==> config.mk <==
export PLATFORM = sky130hd
export DESIGN_NAME = afifo_wr_traffic_gen
export DESIGN_NICKNAME = d
export VERILOG_FILES = /design/src/rtl/afifo_tb_pkg.sv /design/src/rtl/afifo_wr_pattern_gen.sv /design/src/rtl/afifo_wr_traffic_gen.sv
export SDC_FILE = /design/constraint.sdc
export NUM_CORES = 1
export LEC_CHECK = 0
export ABC_AREA = 1
export CAP_MARGIN = 20
export CELL_PAD_IN_SITES_DETAIL_PLACEMENT = 1
export CELL_PAD_IN_SITES_GLOBAL_PLACEMENT = 2
export CORE_MARGIN = 5
export CORE_UTILIZATION = 31
export CTS_CLUSTER_DIAMETER = 30
export CTS_CLUSTER_SIZE = 10
export DETAILED_ROUTE_END_ITERATION = 16
export GPL_TIMING_DRIVEN = 0
export PLACE_DENSITY_LB_ADDON = 0.1
export SYNTH_ARGS = -nofsm -noshare
export SYNTH_HDL_FRONTEND = slang
export SYNTH_HIERARCHICAL = 1
export SYNTH_SLANG_ARGS = --single-unit
==> constraint.sdc <==
create_clock -name wclk -period 2 [get_ports wclk]
set_input_delay 0.4 -clock wclk [delete_from_list [all_inputs] [get_ports wclk]]
set_output_delay 0.4 -clock wclk [all_outputs]
set_load 0.01 [all_outputs]
==> src/rtl/afifo_tb_pkg.sv <==
// -----------------------------------------------------------------------------
// afifo_tb_pkg
// Shared definitions for the asynchronous-FIFO write traffic generator:
//   - DATA_WIDTH    : default write-data width used by the generator
//   - wr_state_e    : write-side FSM state encoding
//   - LFSR_TAPS_*   : Fibonacci LFSR feedback masks (maximal length) for
//                     8, 16 and 32 bit data, used when AFIFO_WR_LFSR_EN is set
//   - lfsr_taps()   : selects the mask for a given width
// -----------------------------------------------------------------------------
package afifo_tb_pkg;

  localparam int DATA_WIDTH = 8;

  typedef enum logic [1:0] {
    ST_IDLE  = 2'd0,
    ST_BURST = 2'd1,
    ST_GAP   = 2'd2,
    ST_DONE  = 2'd3
  } wr_state_e;

  // Feedback masks: x^8+x^6+x^5+x^4+1, x^16+x^14+x^13+x^11+1, x^32+x^22+x^2+x+1
  localparam logic [7:0]  LFSR_TAPS_8  = 8'hB8;
  localparam logic [15:0] LFSR_TAPS_16 = 16'hB400;
  localparam logic [31:0] LFSR_TAPS_32 = 32'h8020_0003;

  function automatic logic [31:0] lfsr_taps(input int width);
    case (width)
      8:       return {24'h00_0000, LFSR_TAPS_8};
      16:      return {16'h0000, LFSR_TAPS_16};
      32:      return LFSR_TAPS_32;
      default: return 32'h0000_0000;
    endcase
  endfunction

endpackage

==> src/rtl/afifo_wr_pattern_gen.sv <==
// -----------------------------------------------------------------------------
// afifo_wr_pattern_gen
// Holds the current write-data word and steps it to the next pattern value.
// Default build: value increments by one and wraps modulo 2^DATA_WIDTH.
// With macro AFIFO_WR_LFSR_EN: value is a maximal-length Fibonacci LFSR; a
// zero seed is replaced by 1 so the register never locks up.
// Ports:
//   clk, rst_n : clock, asynchronous active-low reset (value -> 0)
//   load, seed : load the seed as the first word of a run (wins over advance)
//   advance    : step to the next pattern value
//   value      : current word
// -----------------------------------------------------------------------------
module afifo_wr_pattern_gen #(
  parameter int DATA_WIDTH = 8
) (
  input  logic                  clk,
  input  logic                  rst_n,
  input  logic                  load,
  input  logic [DATA_WIDTH-1:0] seed,
  input  logic                  advance,
  output logic [DATA_WIDTH-1:0] value
);

  logic [DATA_WIDTH-1:0] value_q;
  logic [DATA_WIDTH-1:0] value_d;
  logic [DATA_WIDTH-1:0] seed_init_s;
  logic [DATA_WIDTH-1:0] next_s;

`ifdef AFIFO_WR_LFSR_EN
  import afifo_tb_pkg::*;
  localparam logic [DATA_WIDTH-1:0] TAPS = DATA_WIDTH'(lfsr_taps(DATA_WIDTH));

  // LFSR seed fix-up and next state (shift left, XOR of tapped bits into bit 0)
  always_comb begin
    if (seed == {DATA_WIDTH{1'b0}}) begin
      seed_init_s = DATA_WIDTH'(1);
    end else begin
      seed_init_s = seed;
    end
    next_s = {value_q[DATA_WIDTH-2:0], ^(value_q & TAPS)};
  end
`else
  // Incrementing pattern: seed used as-is, natural wrap from all-ones to zero
  always_comb begin
    seed_init_s = seed;
    next_s      = value_q + DATA_WIDTH'(1);
  end
`endif

  // Next-value selection
  always_comb begin
    value_d = value_q;
    if (load) begin
      value_d = seed_init_s;
    end else if (advance) begin
      value_d = next_s;
    end else begin
      value_d = value_q;
    end
  end

  // Pattern register
  always_ff @(posedge clk or negedge rst_n) begin
    if (!rst_n) begin
      value_q <= {DATA_WIDTH{1'b0}};
    end else begin
      value_q <= value_d;
    end
  end

  assign value = value_q;

endmodule

==> src/rtl/afifo_wr_traffic_gen.sv <==
// -----------------------------------------------------------------------------
// afifo_wr_traffic_gen
// Write-side traffic generator for an asynchronous FIFO. A one-cycle start
// launches a run of num_words writes, issued in bursts of burst_len writes
// (0 = continuous) separated by gap_len idle cycles. Writes stall while wfull
// is high; done pulses for one cycle after the final write.
// Optional feature: define AFIFO_WR_LFSR_EN to use an LFSR data pattern
// instead of the default incrementing pattern.
// Ports:
//   wclk, wrst_n : clock, asynchronous active-low reset
//   start        : run request (ignored while busy)
//   num_words    : writes in the run
//   burst_len    : writes per burst, 0 = continuous
//   gap_len      : idle cycles between bursts
//   data_seed    : first data word of the run
//   wfull        : FIFO full flag (wclk domain)
//   winc, wdata  : FIFO write strobe and data
//   busy, done   : run active, one-cycle completion pulse
//   sent_count   : writes accepted in the current or last run
// -----------------------------------------------------------------------------
module afifo_wr_traffic_gen #(
  parameter int DATA_WIDTH = afifo_tb_pkg::DATA_WIDTH,
  parameter int CNT_WIDTH  = 16
) (
  input  logic                  wclk,
  input  logic                  wrst_n,
  input  logic                  start,
  input  logic [CNT_WIDTH-1:0]  num_words,
  input  logic [7:0]            burst_len,
  input  logic [7:0]            gap_len,
  input  logic [DATA_WIDTH-1:0] data_seed,
  input  logic                  wfull,
  output logic                  winc,
  output logic [DATA_WIDTH-1:0] wdata,
  output logic                  busy,
  output logic                  done,
  output logic [CNT_WIDTH-1:0]  sent_count
);
  import afifo_tb_pkg::*;

  wr_state_e            state_q,     state_d;
  logic [CNT_WIDTH-1:0] remaining_q, remaining_d;
  logic [CNT_WIDTH-1:0] sent_q,      sent_d;
  logic [7:0]           burst_len_q, burst_len_d;
  logic [7:0]           gap_len_q,   gap_len_d;
  logic [7:0]           burst_cnt_q, burst_cnt_d;
  logic [7:0]           gap_cnt_q,   gap_cnt_d;
  logic                 load_s;
  logic                 advance_s;
  logic                 winc_s;

  // Next-state and datapath control
  always_comb begin
    state_d     = state_q;
    remaining_d = remaining_q;
    sent_d      = sent_q;
    burst_len_d = burst_len_q;
    gap_len_d   = gap_len_q;
    burst_cnt_d = burst_cnt_q;
    gap_cnt_d   = gap_cnt_q;
    load_s      = 1'b0;
    advance_s   = 1'b0;
    winc_s      = 1'b0;

    case (state_q)
      ST_IDLE: begin
        if (start) begin
          sent_d = {CNT_WIDTH{1'b0}};
          if (num_words != {CNT_WIDTH{1'b0}}) begin
            remaining_d = num_words;
            burst_len_d = burst_len;
            gap_len_d   = gap_len;
            burst_cnt_d = 8'd0;
            gap_cnt_d   = 8'd0;
            load_s      = 1'b1;
            state_d     = ST_BURST;
          end else begin
            state_d = ST_DONE;
          end
        end else begin
          state_d = ST_IDLE;
        end
      end

      ST_BURST: begin
        // Write strobe is combinational so a full FIFO is never written
        winc_s = ~wfull;
        if (!wfull) begin
          advance_s   = 1'b1;
          sent_d      = sent_q + CNT_WIDTH'(1);
          remaining_d = remaining_q - CNT_WIDTH'(1);
          // Final write ends the run even if it also closes a burst
          if (remaining_q == CNT_WIDTH'(1)) begin
            burst_cnt_d = 8'd0;
            state_d     = ST_DONE;
          end else if ((burst_len_q != 8'd0) && (burst_cnt_q == burst_len_q - 8'd1)) begin
            burst_cnt_d = 8'd0;
            if (gap_len_q != 8'd0) begin
              gap_cnt_d = 8'd0;
              state_d   = ST_GAP;
            end else begin
              state_d = ST_BURST;
            end
          end else begin
            burst_cnt_d = burst_cnt_q + 8'd1;
          end
        end else begin
          state_d = ST_BURST;
        end
      end

      ST_GAP: begin
        // gap_cnt counts 0..gap_len-1, giving exactly gap_len idle cycles
        if (gap_cnt_q == gap_len_q - 8'd1) begin
          gap_cnt_d = 8'd0;
          state_d   = ST_BURST;
        end else begin
          gap_cnt_d = gap_cnt_q + 8'd1;
        end
      end

      ST_DONE: begin
        state_d = ST_IDLE;
      end

      default: begin
        state_d = ST_IDLE;
      end
    endcase
  end

  // State and counter registers
  always_ff @(posedge wclk or negedge wrst_n) begin
    if (!wrst_n) begin
      state_q     <= ST_IDLE;
      remaining_q <= {CNT_WIDTH{1'b0}};
      sent_q      <= {CNT_WIDTH{1'b0}};
      burst_len_q <= 8'd0;
      gap_len_q   <= 8'd0;
      burst_cnt_q <= 8'd0;
      gap_cnt_q   <= 8'd0;
    end else begin
      state_q     <= state_d;
      remaining_q <= remaining_d;
      sent_q      <= sent_d;
      burst_len_q <= burst_len_d;
      gap_len_q   <= gap_len_d;
      burst_cnt_q <= burst_cnt_d;
      gap_cnt_q   <= gap_cnt_d;
    end
  end

  afifo_wr_pattern_gen #(
    .DATA_WIDTH (DATA_WIDTH)
  ) u_pattern (
    .clk     (wclk),
    .rst_n   (wrst_n),
    .load    (load_s),
    .seed    (data_seed),
    .advance (advance_s),
    .value   (wdata)
  );

  assign winc       = winc_s;
  assign busy       = (state_q == ST_BURST) || (state_q == ST_GAP);
  assign done       = (state_q == ST_DONE);
  assign sent_count = sent_q;

endmodule

Figure 1. Congestion heat map (run 1).
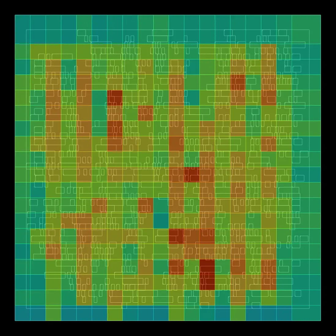
met2 usage: 27.6%
total track usage: 16.4%
GRT met1 Usage: 21.5%
Final Core Density: 41.6%
grt peak-use layer: met2

Figure 2. Placement density heat map (run 1).
Drawn at 2 px/µm. The die is cut into 14 by 14 equal tiles; white is low, dark blue is high, 0 to 100% covered.
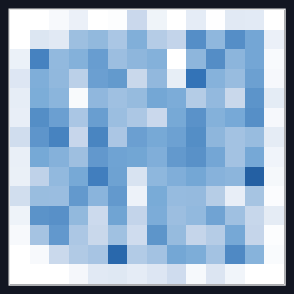
tiles over 75% full = 1.0%
nearly empty tiles = 8.7%
fullest tile = 81%
densest ninth of the die = center
Core Util at FP: 31.6%
Core Region: 0.0159 mm²

==> results.py, run 1 <==
# Auto-generated metrics
metrics = {
    "power": {
        "pg_seq_w": 0.00255,
        "swShare_pct": 46.1,
        "power.group.top": "combinational cells",
        "power.leakage_nw": 3.14,
        "fin_total_pwr_w": 0.00953,
        "seqPwrFrac_pct": 26.7,
        "switchingPower_w": 0.00439,
        "ir_worst_vdd_v": 0.000530,
        "power.density_mw_per_mm2": 1440,
    },
    "clock_network": {
        "cts_resized": 26,
        "postCtsHoldBufs": 0,
        "path_clk_slew_ns": 0.06,
        "cts.htree.levels": 3,
        "cts_inserted_buffers": 9,
        "worstSkewPairLatency_ns": 0.34,
        "cts_buffer_depth": 2,
        "cts_tree": "built",
        "cts_sinks": 74,
    },
    "global_route": {
        "grt_pass1_vias": 5007,
        "antenna_found_initial": 0,
        "grt_overflow_total": 0,
        "met3_usage_pct": 2.83,
        "grt_first_pass_wirelength_um": 24700,
    },
    "place": {
        "dpl.hpwl_um": 11000,
        "port_buffers": 70,
        "place_inst": 986,
        "place_ws_ns": -0.623,
    },
    "cells_and_area": {
        "most-common-layout-cells": "205 x nand2_1, 73 x dfrtp_1, 72 x nor2_1",
        "buffers_excl_clock": 101,
        "comb_cells": 527,
        "inverters": 85,
        "layout_top_cell": "nand2_1",
        "seqAreaFraction_pct": 28.0,
        "layout-drive-gt1-share_pct": 14.9,
        "largest_class": "multi-input combinational cells",
        "finalInstanceArea_mm2": 0.00662,
        "insertedDiodeCount": 0,
        "final.fill_count": 1979,
        "clk_share_pct": 4.35,
        "instances_no_fill": 1019,
        "combGateArea_mm2": 0.00288,
        "areaGrowthSynthToFinish_pct": 32.0,
        "buf_share_pct": 15.0,
    },
    "yosys": {
        "simple_gate_share_pct": 34.6,
        "synth_cell_types": 47,
        "synthFlopType": "dfrtp_1",
        "synth_area_mm2": 0.00501,
        "synth-edff-count": 0,
        "synth_cells": 699,
        "synth-adder-area-share_pct": 3.49,
        "top_area_share_pct": 36.9,
        "yosysWarningCount": 6,
        "logic_family": "simple AND/OR/NAND/NOR gates",
        "ys_cells": 699,
        "area_leaders": "dfrtp_1 37%, nand2_1 16%, nor2_1 6.3%",
        "synth_top_cell_by_area": "dfrtp_1",
        "ys_sh_mux_pct": 0,
        "synthAoiAreaFrac_pct": 10.8,
        "fp_nets": 757,
        "ys_sh_xor_pct": 5.52,
        "top_cell": "nand2_1",
    },
    "floorplanning": {
        "chipArea_mm2": 0.0188,
        "ios": 71,
        "tapCellCount": 216,
        "fp-row-count": 46,
        "fp.dieW_um": 137,
    },
    "detailed_routing": {
        "drt_iter0_drc": 136,
        "drc": 0,
        "wl_met1_um": 7060,
        "top_layer": "met4",
        "wl_met2_um": 7120,
        "route.met3.wl_um": 450,
        "avgRoutedWirePerCell_um": 14.6,
        "ant_nets": 0,
        "post_drt_via_cell_ratio": 4.68,
    },
    "setup_path": {
        "crit_cells": 6,
        "critPathKind": "register to primary output",
        "timing.rr.end": "sent_count[4]",
        "reg2reg_from": "state_q[0]",
        "cp_top_family": "buffers and inverters",
        "worstPathCellList": "inv_2 > ha_4 > inv_1 > buf_6 > nor2_4 > buf_6",
        "cpPeakStageDelay_ns": 0.39,
        "start_kind": "register",
        "crit_start": "state_q[1]",
        "critPathSlowestCell": "dfrtp_1",
        "crit_top_cell": "buf_6",
        "ff2ff_path_depth": 10,
        "path_max_fanout": 10,
        "required_ns": 1.60,
        "cp.buffers_inverters": 4,
    },
    "timing": {
        "finalHoldViolations": 0,
        "worstMarginPinSlew_ns": 0.633,
        "post-route-period-util_pct": 95.8,
        "timing.final.crit_period_ns": 1.92,
        "fin_tns_setup_ns": 0,
        "maxSlewHeadroom_pct": 57.8,
        "rsz0062_at_grt": "yes",
        "max_freq_mhz": 522,
        "fin_ws_ns": 0.0831,
        "setup_viol": 0,
        "hold_ws_ns": 0.0119,
        "finalMaxSlewViolations": 0,
        "skew_ns": 0.00874,
    },
    "flow_run": {
        "tool_warnings": 33,
    },
    "run_status": {
        "status": "completed",
    },
    "min_path": {
        "min_path_type": "primary input to async pin",
    },
}
Figure 3. Metal 4 (run 1).
Drawn at 3 px/µm.
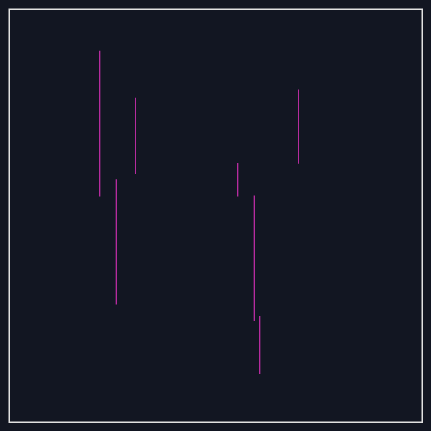
main direction = vertical
wire length on this layer = 211 µm
share of all routed wire = 1.4%
longest straight run = 48.3 µm
nets with wire on the layer = 3
vias: 4772
Post-Route WL: 14800 µm

==> run 2, diff against run 1 <==
CTS_BUF_LIST = sky130_fd_sc_hd__clkbuf_16   (was default)
Figure 4. Supply network (run 2).
Drawn at 3 px/µm. Pins as bars on the die edge.
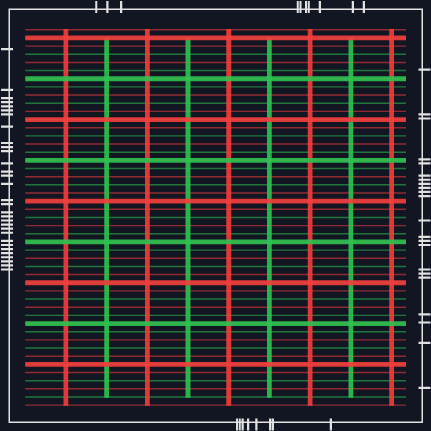
VSS -> red
VDD -> green
rows = 46
met1 rails = 47
met4 straps = 9
met5 straps = 9

Figure 5. Clock distribution (run 2).
Drawn at 4 px/µm.
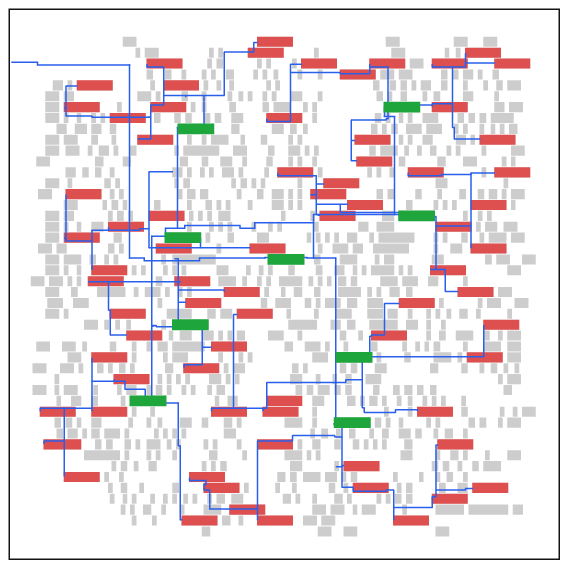
clock wires -> blue  # length 1330 µm
flip-flops -> red  # count 74
clock drivers -> green  # count 9
routed clock nets = 10
flops lie = spread over the die
worst clock skew: 0.00874 ns
P_clk: 0.00164 W
clk_lat worst skew: 0.34 ns
Clk network pwr share: 17.2%

==> results.py, run 2 <==
# Auto-generated metrics
metrics = {
    "run_status": {
        "status": "completed",
    },
    "cells_and_area": {
        "most-common-layout-cells": "205 x nand2_1, 73 x inv_1, 73 x dfrtp_1",
        "insertedDiodeCount": 0,
        "seqAreaFraction_pct": 28.0,
        "largest_class": "multi-input combinational cells",
        "buf_share_pct": 15.0,
        "layout-drive-gt1-share_pct": 14.9,
        "clk_share_pct": 4.35,
        "combGateArea_mm2": 0.00288,
        "final.fill_count": 1979,
        "finalInstanceArea_mm2": 0.00662,
        "comb_cells": 527,
        "final_util_pct": 41.6,
        "buffers_excl_clock": 101,
        "layout_top_cell": "nand2_1",
        "inverters": 85,
        "instances_no_fill": 1019,
    },
    "power": {
        "switchingPower_w": 0.00439,
        "ir_worst_vdd_v": 0.000530,
        "swShare_pct": 46.1,
        "power.group.top": "combinational cells",
        "seqPwrFrac_pct": 26.7,
        "fin_total_pwr_w": 0.00952,
        "power.density_mw_per_mm2": 1440,
        "power.leakage_nw": 3.15,
    },
    "setup_path": {
        "crit_top_cell": "buf_6",
        "reg2reg_from": "state_q[0]",
        "critPathSlowestCell": "dfrtp_1",
        "timing.rr.end": "sent_count[4]",
        "required_ns": 1.60,
        "cp_top_family": "buffers and inverters",
        "cp.buffers_inverters": 4,
        "start_kind": "register",
        "worstPathCellList": "inv_2 > ha_4 > inv_1 > buf_6 > nor2_4 > buf_6",
        "crit_cells": 6,
        "path_max_fanout": 10,
        "ff2ff_path_depth": 10,
        "crit_start": "state_q[1]",
        "cpPeakStageDelay_ns": 0.39,
        "critPathKind": "register to primary output",
    },
    "timing": {
        "timing.final.crit_period_ns": 1.92,
        "finalMaxSlewViolations": 0,
        "post-route-period-util_pct": 95.8,
        "worstMarginPinSlew_ns": 0.633,
        "finalHoldViolations": 0,
        "fin_ws_ns": 0.0830,
        "maxSlewHeadroom_pct": 57.8,
        "rsz0062_at_grt": "yes",
        "setup_viol": 0,
        "fin_tns_setup_ns": 0,
        "max_freq_mhz": 522,
        "hold_ws_ns": 0.0115,
    },
    "yosys": {
        "ys_sh_xor_pct": 5.52,
        "synth-edff-count": 0,
        "logic_family": "simple AND/OR/NAND/NOR gates",
        "synth_cell_types": 47,
        "simple_gate_share_pct": 34.6,
        "yosysWarningCount": 6,
        "synthAoiAreaFrac_pct": 10.8,
        "area_leaders": "dfrtp_1 37%, nand2_1 16%, nor2_1 6.3%",
        "synth-adder-area-share_pct": 3.49,
        "ys_sh_mux_pct": 0,
        "synthFlopType": "dfrtp_1",
        "ys_cells": 699,
        "syn-mean-instance-area_um2": 7.17,
        "top_cell": "nand2_1",
        "synth_area_mm2": 0.00501,
        "top_area_share_pct": 36.9,
    },
    "floorplanning": {
        "fp-row-count": 46,
        "ios": 71,
        "core_mm2": 0.0159,
        "chipArea_mm2": 0.0188,
        "fp_util_pct": 31.6,
        "fp.dieW_um": 137,
        "tapCellCount": 216,
    },
    "detailed_routing": {
        "avgRoutedWirePerCell_um": 14.6,
        "wl_met1_um": 7060,
        "wl_met2_um": 7120,
        "top_layer": "met4",
        "route.met3.wl_um": 450,
        "post_drt_via_cell_ratio": 4.69,
        "drc": 0,
        "vias": 4775,
        "wl_um": 14800,
    },
    "global_route": {
        "busiest_layer": "met2",
        "grt_pass1_vias": 5007,
        "antenna_found_initial": 0,
        "grt_first_pass_wirelength_um": 24700,
        "gr-usage-met1_pct": 21.5,
        "grt_overflow_total": 0,
        "grt_use_total_pct": 16.4,
        "grtUsageMet2_pct": 27.6,
        "met3_usage_pct": 2.83,
    },
    "clock_network": {
        "cts_buffer_depth": 2,
        "cts_inserted_buffers": 9,
        "cts.htree.levels": 3,
        "cts_tree": "built",
        "cts_sinks": 74,
        "cts_resized": 26,
        "path_clk_slew_ns": 0.07,
    },
    "place": {
        "port_buffers": 70,
        "dpl.hpwl_um": 11000,
        "gp_congestion": 0.773,
        "place_inst": 986,
        "placed_cell_area_mm2": 0.00601,
    },
    "min_path": {
        "min_path_type": "primary input to async pin",
    },
    "flow_run": {
        "tool_warnings": 33,
    },
}
No activity file was given, so power comes from the tool's default toggle rates.
